$ cat src/rtl/control_unit.sv
// -----------------------------------------------------------------------------
// control_unit
//
// Hardwired Moore control sequencer for the Mini-SRC datapath. Every
// instruction runs a three-step fetch (T0-T2), then an opcode-specific execute
// sequence of up to five steps (T3-T7). After that the unit returns to T0, or
// it parks in HALT.
//
// Ports
//   clock      system clock, rising edge
//   clear      asynchronous active-low reset (state -> RST, all strobes 0)
//   ir         instruction register contents; opcode = ir[IR_W-1 -: OP_W]
//   con_ff     branch condition flip-flop, used only in the branch T6 step
//   resume     leaves HALT when high at a clock edge; ignored elsewhere
//   *out       bus-drive strobes
//   *in        register-load strobes
//   Gra/b/c    register-field selects
//   IncPC, Read, Write, JAL_flag   PC increment, memory control, R15 write
//   alu_op     ALU function select (add unless a step says otherwise)
//   halted     high only while in HALT
// -----------------------------------------------------------------------------
module control_unit #(
  parameter int OP_W = 5,
  parameter int IR_W = 32
) (
  input  logic            clock,
  input  logic            clear,
  input  logic [IR_W-1:0] ir,
  input  logic            con_ff,
  input  logic            resume,
  output logic            PCout,
  output logic            MDRout,
  output logic            Zlowout,
  output logic            Zhighout,
  output logic            HIout,
  output logic            LOout,
  output logic            InPortout,
  output logic            BAout,
  output logic            Cout,
  output logic            Rout,
  output logic            PCin,
  output logic            MARin,
  output logic            MDRin,
  output logic            IRin,
  output logic            Yin,
  output logic            Zlowin,
  output logic            Zhighin,
  output logic            HIin,
  output logic            LOin,
  output logic            OutPortin,
  output logic            Rin,
  output logic            CONin,
  output logic            Gra,
  output logic            Grb,
  output logic            Grc,
  output logic            IncPC,
  output logic            Read,
  output logic            Write,
  output logic            JAL_flag,
  output logic [OP_W-1:0] alu_op,
  output logic            halted
);

  localparam logic [OP_W-1:0] OP_LD   = OP_W'(0);
  localparam logic [OP_W-1:0] OP_LDI  = OP_W'(1);
  localparam logic [OP_W-1:0] OP_ST   = OP_W'(2);
  localparam logic [OP_W-1:0] OP_ADD  = OP_W'(3);
  localparam logic [OP_W-1:0] OP_AND  = OP_W'(5);
  localparam logic [OP_W-1:0] OP_OR   = OP_W'(6);
  localparam logic [OP_W-1:0] OP_ROL  = OP_W'(11);
  localparam logic [OP_W-1:0] OP_ADDI = OP_W'(12);
  localparam logic [OP_W-1:0] OP_ANDI = OP_W'(13);
  localparam logic [OP_W-1:0] OP_ORI  = OP_W'(14);
  localparam logic [OP_W-1:0] OP_MUL  = OP_W'(15);
  localparam logic [OP_W-1:0] OP_DIV  = OP_W'(16);
  localparam logic [OP_W-1:0] OP_NEG  = OP_W'(17);
  localparam logic [OP_W-1:0] OP_NOT  = OP_W'(18);
  localparam logic [OP_W-1:0] OP_BR   = OP_W'(19);
  localparam logic [OP_W-1:0] OP_JR   = OP_W'(20);
  localparam logic [OP_W-1:0] OP_JAL  = OP_W'(21);
  localparam logic [OP_W-1:0] OP_IN   = OP_W'(22);
  localparam logic [OP_W-1:0] OP_OUT  = OP_W'(23);
  localparam logic [OP_W-1:0] OP_MFHI = OP_W'(24);
  localparam logic [OP_W-1:0] OP_MFLO = OP_W'(25);
  localparam logic [OP_W-1:0] OP_HALT = OP_W'(27);

  typedef enum logic [3:0] {
    S_RST, S_T0, S_T1, S_T2, S_T3, S_T4, S_T5, S_T6, S_T7, S_HALT
  } state_t;

  state_t state;

  logic [OP_W-1:0] opcode;
  assign opcode = ir[IR_W-1 -: OP_W];

  // Operand fields are decoded by the datapath, not here.
  logic unused_ir_bits;
  assign unused_ir_bits = &{1'b0, ir[IR_W-OP_W-1:0]};

  // Opcode classes; nop and the undefined codes fall out as "none of these".
  logic op_alu, op_imm, op_ldi, op_ld, op_st, op_muldiv, op_negnot;
  logic op_br, op_jr, op_jal, op_in, op_out, op_mfhi, op_mflo, op_halt;

  always_comb begin
    op_alu    = (opcode >= OP_ADD) && (opcode <= OP_ROL);
    op_imm    = (opcode >= OP_ADDI) && (opcode <= OP_ORI);
    op_ldi    = (opcode == OP_LDI);
    op_ld     = (opcode == OP_LD);
    op_st     = (opcode == OP_ST);
    op_muldiv = (opcode == OP_MUL) || (opcode == OP_DIV);
    op_negnot = (opcode == OP_NEG) || (opcode == OP_NOT);
    op_br     = (opcode == OP_BR);
    op_jr     = (opcode == OP_JR);
    op_jal    = (opcode == OP_JAL);
    op_in     = (opcode == OP_IN);
    op_out    = (opcode == OP_OUT);
    op_mfhi   = (opcode == OP_MFHI);
    op_mflo   = (opcode == OP_MFLO);
    op_halt   = (opcode == OP_HALT);
  end

  // Sequencing. The opcode is only consulted from T3 on, because the IR is
  // loaded by the edge that ends T2.
  always_ff @(posedge clock or negedge clear) begin
    if (!clear) begin
      state <= S_RST;
    end else begin
      case (state)
        S_RST: state <= S_T0;
        S_T0:  state <= S_T1;
        S_T1:  state <= S_T2;
        S_T2:  state <= S_T3;
        S_T3: begin
          if (op_halt)
            state <= S_HALT;
          else if (op_alu || op_imm || op_ldi || op_ld || op_st || op_muldiv ||
                   op_negnot || op_br || op_jal)
            state <= S_T4;
          else
            state <= S_T0;
        end
        S_T4:  state <= op_negnot ? S_T0 : S_T5;
        S_T5:  state <= (op_ld || op_st || op_muldiv || op_br) ? S_T6 : S_T0;
        S_T6:  state <= (op_ld || op_st) ? S_T7 : S_T0;
        S_T7:  state <= S_T0;
        S_HALT: begin
          if (resume)
            state <= S_T0;
        end
        default: state <= S_RST;
      endcase
    end
  end

  // Strobe decode from (state, opcode). Because it is combinational off the
  // state register, an asynchronous clear drops every strobe at once.
  always_comb begin
    PCout = 1'b0; MDRout = 1'b0; Zlowout = 1'b0; Zhighout = 1'b0;
    HIout = 1'b0; LOout = 1'b0; InPortout = 1'b0; BAout = 1'b0;
    Cout = 1'b0; Rout = 1'b0;
    PCin = 1'b0; MARin = 1'b0; MDRin = 1'b0; IRin = 1'b0; Yin = 1'b0;
    Zlowin = 1'b0; Zhighin = 1'b0; HIin = 1'b0; LOin = 1'b0;
    OutPortin = 1'b0; Rin = 1'b0; CONin = 1'b0;
    Gra = 1'b0; Grb = 1'b0; Grc = 1'b0;
    IncPC = 1'b0; Read = 1'b0; Write = 1'b0; JAL_flag = 1'b0;
    halted = 1'b0;
    alu_op = OP_ADD;

    case (state)
      S_RST: alu_op = '0;
      S_T0: begin PCout = 1'b1; MARin = 1'b1; IncPC = 1'b1; PCin = 1'b1; end
      S_T1: begin Read = 1'b1; MDRin = 1'b1; end
      S_T2: begin MDRout = 1'b1; IRin = 1'b1; end
      S_T3: begin
        if (op_alu || op_imm) begin
          Grb = 1'b1; Rout = 1'b1; Yin = 1'b1;
        end else if (op_ldi || op_ld || op_st) begin
          Grb = 1'b1; BAout = 1'b1; Yin = 1'b1;
        end else if (op_muldiv) begin
          Gra = 1'b1; Rout = 1'b1; Yin = 1'b1;
        end else if (op_negnot) begin
          Grb = 1'b1; Rout = 1'b1; Zlowin = 1'b1; alu_op = opcode;
        end else if (op_br) begin
          Gra = 1'b1; Rout = 1'b1; CONin = 1'b1;
        end else if (op_jr) begin
          Gra = 1'b1; Rout = 1'b1; PCin = 1'b1;
        end else if (op_jal) begin
          PCout = 1'b1; Zlowin = 1'b1;
        end else if (op_in) begin
          InPortout = 1'b1; Gra = 1'b1; Rin = 1'b1;
        end else if (op_out) begin
          Gra = 1'b1; Rout = 1'b1; OutPortin = 1'b1;
        end else if (op_mfhi) begin
          HIout = 1'b1; Gra = 1'b1; Rin = 1'b1;
        end else if (op_mflo) begin
          LOout = 1'b1; Gra = 1'b1; Rin = 1'b1;
        end
      end
      S_T4: begin
        if (op_alu) begin
          Grc = 1'b1; Rout = 1'b1; Zlowin = 1'b1; alu_op = opcode;
        end else if (op_imm) begin
          Cout = 1'b1; Zlowin = 1'b1;
          // Immediate forms reuse the register-form ALU codes.
          if (opcode == OP_ANDI)
            alu_op = OP_AND;
          else if (opcode == OP_ORI)
            alu_op = OP_OR;
          else
            alu_op = OP_ADD;
        end else if (op_ldi || op_ld || op_st) begin
          Cout = 1'b1; Zlowin = 1'b1;
        end else if (op_muldiv) begin
          Grb = 1'b1; Rout = 1'b1; Zlowin = 1'b1; Zhighin = 1'b1;
          alu_op = opcode;
        end else if (op_negnot) begin
          Zlowout = 1'b1; Gra = 1'b1; Rin = 1'b1;
        end else if (op_br) begin
          PCout = 1'b1; Yin = 1'b1;
        end else if (op_jal) begin
          Zlowout = 1'b1; JAL_flag = 1'b1;
        end
      end
      S_T5: begin
        if (op_alu || op_imm || op_ldi) begin
          Zlowout = 1'b1; Gra = 1'b1; Rin = 1'b1;
        end else if (op_ld || op_st) begin
          Zlowout = 1'b1; MARin = 1'b1;
        end else if (op_muldiv) begin
          Zlowout = 1'b1; LOin = 1'b1;
        end else if (op_br) begin
          Cout = 1'b1; Zlowin = 1'b1;
        end else if (op_jal) begin
          Gra = 1'b1; Rout = 1'b1; PCin = 1'b1;
        end
      end
      S_T6: begin
        if (op_ld) begin
          Read = 1'b1; MDRin = 1'b1;
        end else if (op_st) begin
          Gra = 1'b1; Rout = 1'b1; MDRin = 1'b1;
        end else if (op_muldiv) begin
          Zhighout = 1'b1; HIin = 1'b1;
        end else if (op_br) begin
          // Branch target is taken only when the condition holds right now.
          Zlowout = 1'b1; PCin = con_ff;
        end
      end
      S_T7: begin
        if (op_ld) begin
          MDRout = 1'b1; Gra = 1'b1; Rin = 1'b1;
        end else if (op_st) begin
          Write = 1'b1;
        end
      end
      S_HALT: halted = 1'b1;
      default: alu_op = '0;
    endcase
  end

endmodule

$ cat config.mk
export PLATFORM = sky130hd
export DESIGN_NAME = control_unit
export DESIGN_NICKNAME = d
export VERILOG_FILES = /design/src/rtl/control_unit.sv
export SDC_FILE = /design/constraint.sdc
export NUM_CORES = 1
export LEC_CHECK = 0
export CAP_MARGIN = 20
export CORE_ASPECT_RATIO = 0.5
export CORE_MARGIN = 2
export CORE_UTILIZATION = 37
export CTS_CLUSTER_DIAMETER = 40
export CTS_CLUSTER_SIZE = 24
export DETAILED_ROUTE_END_ITERATION = 12
export PLACE_DENSITY_LB_ADDON = 0.3
export SYNTH_ARGS = -nofsm -noshare
export SYNTH_HDL_FRONTEND = slang
export SYNTH_SLANG_ARGS = --single-unit
$ cat constraint.sdc
create_clock -name clock -period 2.46 [get_ports clock]
set_input_delay 0.369 -clock clock [delete_from_list [all_inputs] [get_ports clock]]
set_output_delay 0.369 -clock clock [all_outputs]
set_load 0.01 [all_outputs]
Run 1, ports around the boundary:
The bar under the picture is 20 um long. Pins as bars across the die edge, other pins in gray.
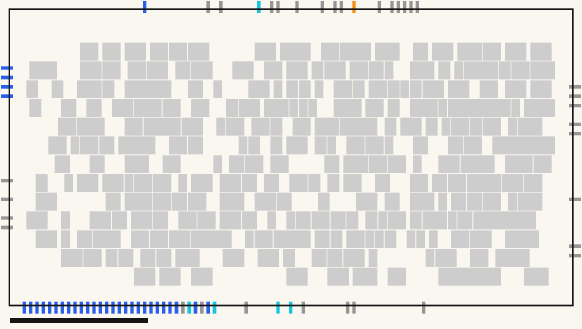
legend:
  orange:
    port: PCin
    pins: 1
    direction: output
    edge: top
  blue:
    port: ir
    pins: 32
    direction: input
    edge: 27 bottom, 4 left, 1 top
  cyan:
    port: alu_op
    pins: 5
    direction: output
    edge: 4 bottom, 1 top
all pins by edge: 38 bottom, 17 top, 8 left, 8 right

Run 1, cell outlines without signal wires:
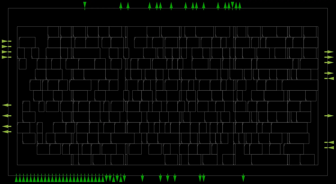
CORE AREA: 0.00272 sq mm
Seq cells: 4

==> ci_impl_report.md, run 1 <==
## PnR job results

| Metric | Value |
|---|---|
| Status | complete, no violations |
| Clkbuf count | 3 |
| Port bufs | 43 |
| Fin cells | 294 |
| Fraction of layout cells with a size suffix above 1 | 34.6% |
| Busiest layer in global routing | met2 |
| Fmax | 0.412 GHz |
| Non-CTS inverters | 6 |
| Tap cells | 37 |
| Dominant flop cell | dfrtp_1 |
| P_int | 679 uW |
| Seq area share | 5.00% |
| Top cells by instance count after synthesis | nor2_1 (23), o21ai_0 (13), nand2_1 (12) |
| Critical Path Start | state[1] |
| Power Density | 624 mW/mm^2 |
| Die area | 0.00349 sq mm |
| Arrival @ worst endpoint | 2.06 ns |
| Psw | 571 uW |
| Setup crit end | IncPC |
| Post-CTS Hold Fix Bufs | 0 |
| Adders+Majority by Area | 0% |
| Sequential power share | 9.6% |
| Relative slew slack | 75.9% |
| Yosys top cell area share | 9.00% |
| Post-CTS setup buffers | 2 |
| Bufs w/o clock | 100 |
| RR Endpoint | state[3] |
| DPL Wire Length | 3890 um |
| Total length of routed met3 wires | 591 um |
| Worst VDD drop | 0.000626 V |
| Top pwr grp | combinational logic |
| H-tree lvl count | 1 |
| Largest register FFs | 4 |
| Leading registers by flop count | state x4 |
| Post_cts resized | 54 |
| Gpl congestion | 0.964 |
| Final instance area | 0.00200 sq mm |
| CTS sink count | 4 |
| Asr flop ratio synth | 100% |
| Top cells, area | dfrtp_1 (9.0%), nor2_1 (7.8%), nand2b_1 (6.2%) |
| Setup Total Neg Slack | 0 ns |
| Critical Path End Type | output port |
Run 1, cell sizes after repair:
The bar under the picture is 20 um long.
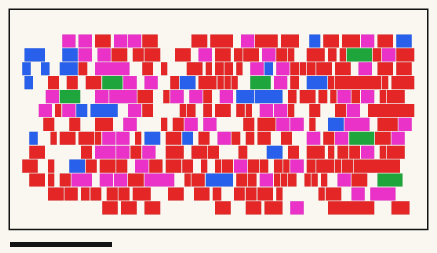
legend:
  red:
    size: drive 1 or less
    cells: 168
  blue:
    size: drive 2
    cells: 22
  magenta:
    size: drive 3 to 4
    cells: 61
  green:
    size: drive 6 and up
    cells: 6

Run 1, wiring by layer:
The bar under the picture is 20 um long.
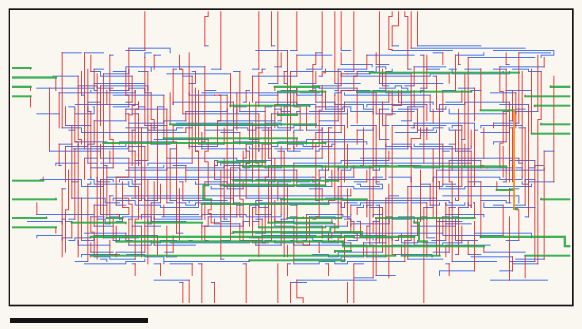

==> inputs of run 2 (changes only) <==
Settings changed: CORE_UTILIZATION 37 to 40, DONT_BUFFER_PORTS set to 1.
Run 2, wiring by layer:
The bar under the picture is 20 um long.
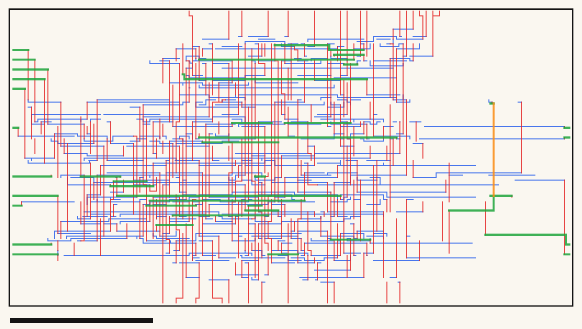
legend:
  orange:
    layer: met4
    wire_length: 12.9 um
  blue:
    layer: met1
    wire_length: 1,660 um
  green:
    layer: met3
    wire_length: 299 um
  red:
    layer: met2
    wire_length: 1,520 um

==> run 2 against run 1 <==
Net effect:
- global-route usage decreased by 6.0 points
- flip-flop count is the same
- sequential power grew 22%
- sequential share of layout area increased by 3.3 points
- worst setup slack gained 0.11 ns
- clock skew rose by 0.0029 ns
- register-to-register slack got worse by 0.12 ns
- combinational power down about 40%
- critical path type unchanged
- largest power group unchanged
==> ci_impl_report.md, run 2 <==
## PnR job results

| Metric | Value |
|---|---|
| P_int | 439 uW (was 679 uW) |
| Worst VDD drop | 0.000404 V (was 0.000626 V) |
| Post-CTS setup buffers | 0 (was 2) |
| Seq area share | 8.30% (was 5.00%) |
| Bufs w/o clock | 13 (was 100) |
| Psw | 440 uW (was 571 uW) |
| Status | complete, no violations (unchanged) |
| Post_cts resized | 0 (was 54) |
| Setup crit end | Rout (was IncPC) |
| Final instance area | 0.00121 sq mm (was 0.00200 sq mm) |
| Busiest layer in global routing | met2 (unchanged) |
| Sequential power share | 16.7% (was 9.6%) |
| Leading registers by flop count | state x4 (unchanged) |
| Yosys top cell area share | 9.00% (unchanged) |
| Largest register FFs | 4 (unchanged) |
| Top cells, area | dfrtp_1 (9.0%), nor2_1 (7.8%), nand2b_1 (6.2%) (unchanged) |
| Adders+Majority by Area | 0% (unchanged) |
| Total length of routed met3 wires | 298 um (was 591 um) |
| Dominant flop cell | dfrtp_1 (unchanged) |
| Clkbuf count | 3 (unchanged) |
| Critical Path Start | state[3] (was state[1]) |
| Fin cells | 207 (was 294) |
| Relative slew slack | 68.6% (was 75.9%) |
| Top pwr grp | combinational logic (unchanged) |
Power is estimated from default activity; no workload was simulated.
